==> config.mk <==
export PLATFORM = sky130hd
export DESIGN_NAME = alu_core
export DESIGN_NICKNAME = d
export VERILOG_FILES = /design/src/rtl/alu_core.sv
export SDC_FILE = /design/constraint.sdc
export NUM_CORES = 1
export LEC_CHECK = 0
export ABC_AREA = 1
export ABC_CLOCK_PERIOD_IN_PS = 3700
export CAP_MARGIN = 20
export CORE_UTILIZATION = 50
export CTS_BUF_LIST = sky130_fd_sc_hd__clkbuf_8
export DETAILED_ROUTE_END_ITERATION = 8
export PLACE_DENSITY = 0.7
export SYNTH_ARGS = -nofsm -noshare
export SYNTH_HDL_FRONTEND = slang
export SYNTH_SLANG_ARGS = --single-unit
==> constraint.sdc <==
create_clock -name clk -period 3.7 [get_ports clk]
set_input_delay 1.11 -clock clk [delete_from_list [all_inputs] [get_ports clk]]
set_output_delay 1.11 -clock clk [all_outputs]
set_load 0.01 [all_outputs]
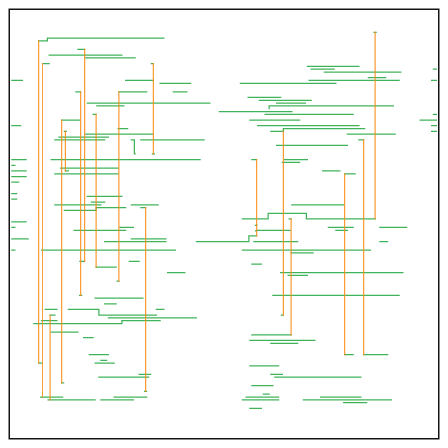
**Above:** wiring by layer.
Only two layers are drawn.
legend:
  green:
    layer: M3
    wire_length: 1210 um
  orange:
    layer: M4
    wire_length: 730 um
wire per inst: 15.8 um
via total after detailed routing: 5782
global-route total usage across every layer: 31.9%
Final Routed Wirelength: 16400 um

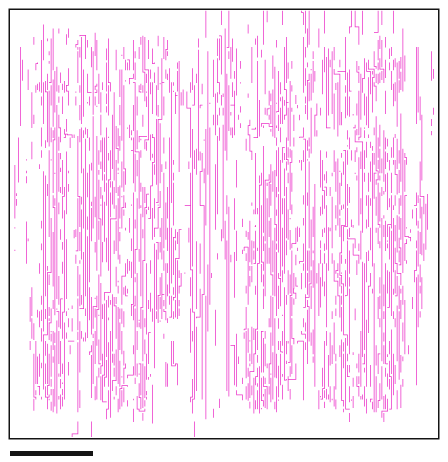
**Above:** met2 routing.
The bar under the picture is 20 um long.
main direction: vertical
longest straight run: 48.6 um
share of all routed wire: 47%
wire length on this layer: 7680 um
nets with wire on the layer: 762
met2 track demand over resource in global routing: 53.8%

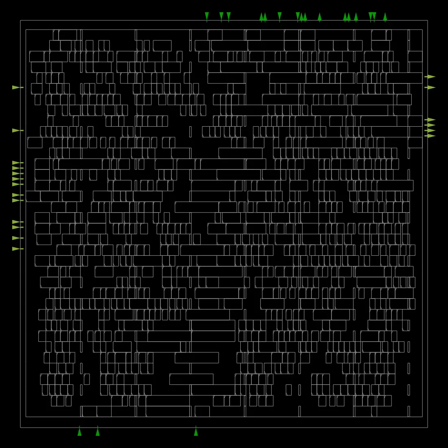
**Above:** cell outlines without signal wires.
flip-flops: 36
Core Rows: 36

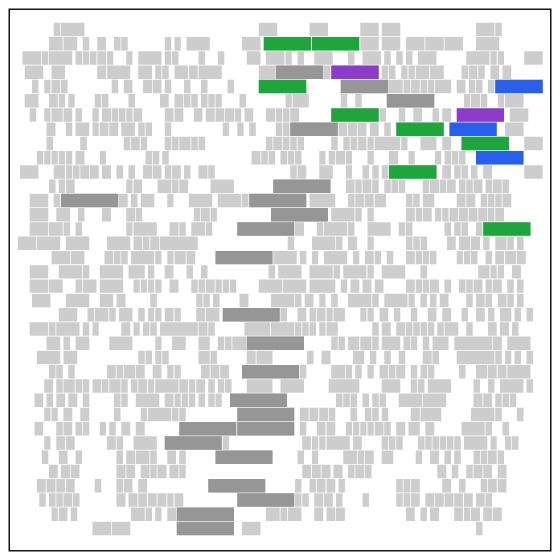
**Above:** register map, names as in the netlist.
legend:
  green:
    name_in_the_netlist: `result`
    sequential_cells: 8
  purple:
    name_in_the_netlist: `state_q`
    sequential_cells: 2
  blue:
    name_in_the_netlist: `cnt_q`
    sequential_cells: 3
not colored: 23
power attributed to sequential cells: 0.691 mW
Seq. cell area: 996 um^2
sequential share of cell area: 17.2%
Final Core Density: 59.0%

==> notes.md <==
Figures from the flow reports.

Pwr:
- The run puts the total net switching power at 1.26 mW.
- The run puts the internal power of the cells at 1.28 mW.

Logic synthesis:
- For this run, the number of Yosys warnings is 0.
- The run gives the net count entering floorplan as 936.
- The run puts the async set-reset flop share out of synthesis at 47.2%.
- The run gives the chip area estimate from yosys synthesis as 5100 um^2.
- Yosys mapped the design onto 40 distinct sky130hd cell types.

Clock network:
- TritonCTS built the clock tree.
- The run puts the post-cts gate resize count at 0.

Flow run:
- The run puts the total number of warnings across the stage logs at 63.
- The run puts the max-cap check violation count at 0.

Setup path:
- For this design, the slowest cell found on the critical path is sky130_fd_sc_hd__clkdlybuf4s50_1.
- The run gives the type of the worst setup path as input pin to register.

Placement:
- Logged for this run, the post-placement worst setup slack is 0.163 ns.
- The run puts the placed instance count at 1029.

Outcome:
- The run finished with clean final reports.

Final timing:
- The run puts the worst-case hold slack at 0.489 ns.
- The run gives the clock skew as 0.0139 ns.
- The run gives the minimum clock period as 3.25 ns.
- Setup repair after global routing left no endpoint under its margin.

Floorplanning:
- The run puts the area inside the core boundary at 9820 um^2.
==> critical path, delay by kind of cell <==
kind / cells / cell delay [ns]
AND/OR/NAND/NOR: 8 / 0.75
adder cells (fa/ha/maj): 2 / 0.65
buffers and inverters: 2 / 0.61
AND-OR/OR-AND: 2 / 0.31
==> power groups by stage <==
stage               logic, mW  registers [mW]  clock network (mW)
CTS                      1.54           0.690               0.289
finish                   1.56           0.691               0.286
global route             1.75           0.706               0.311
global placement         1.50           0.689                   0
detailed placement       1.53           0.699                   0
floorplan                1.02           0.676                   0
==> metal layers <==
metal	vias up	part of all wire, %	track usage [%]
li1	2856	-	-
met5	-	0	0
met4	0	4.4	15.5
met2	256	47	53.8
met1	2633	41	41.4
met3	37	7.4	2.31
Power figures rest on the tool's default switching activity, not on a simulated workload.
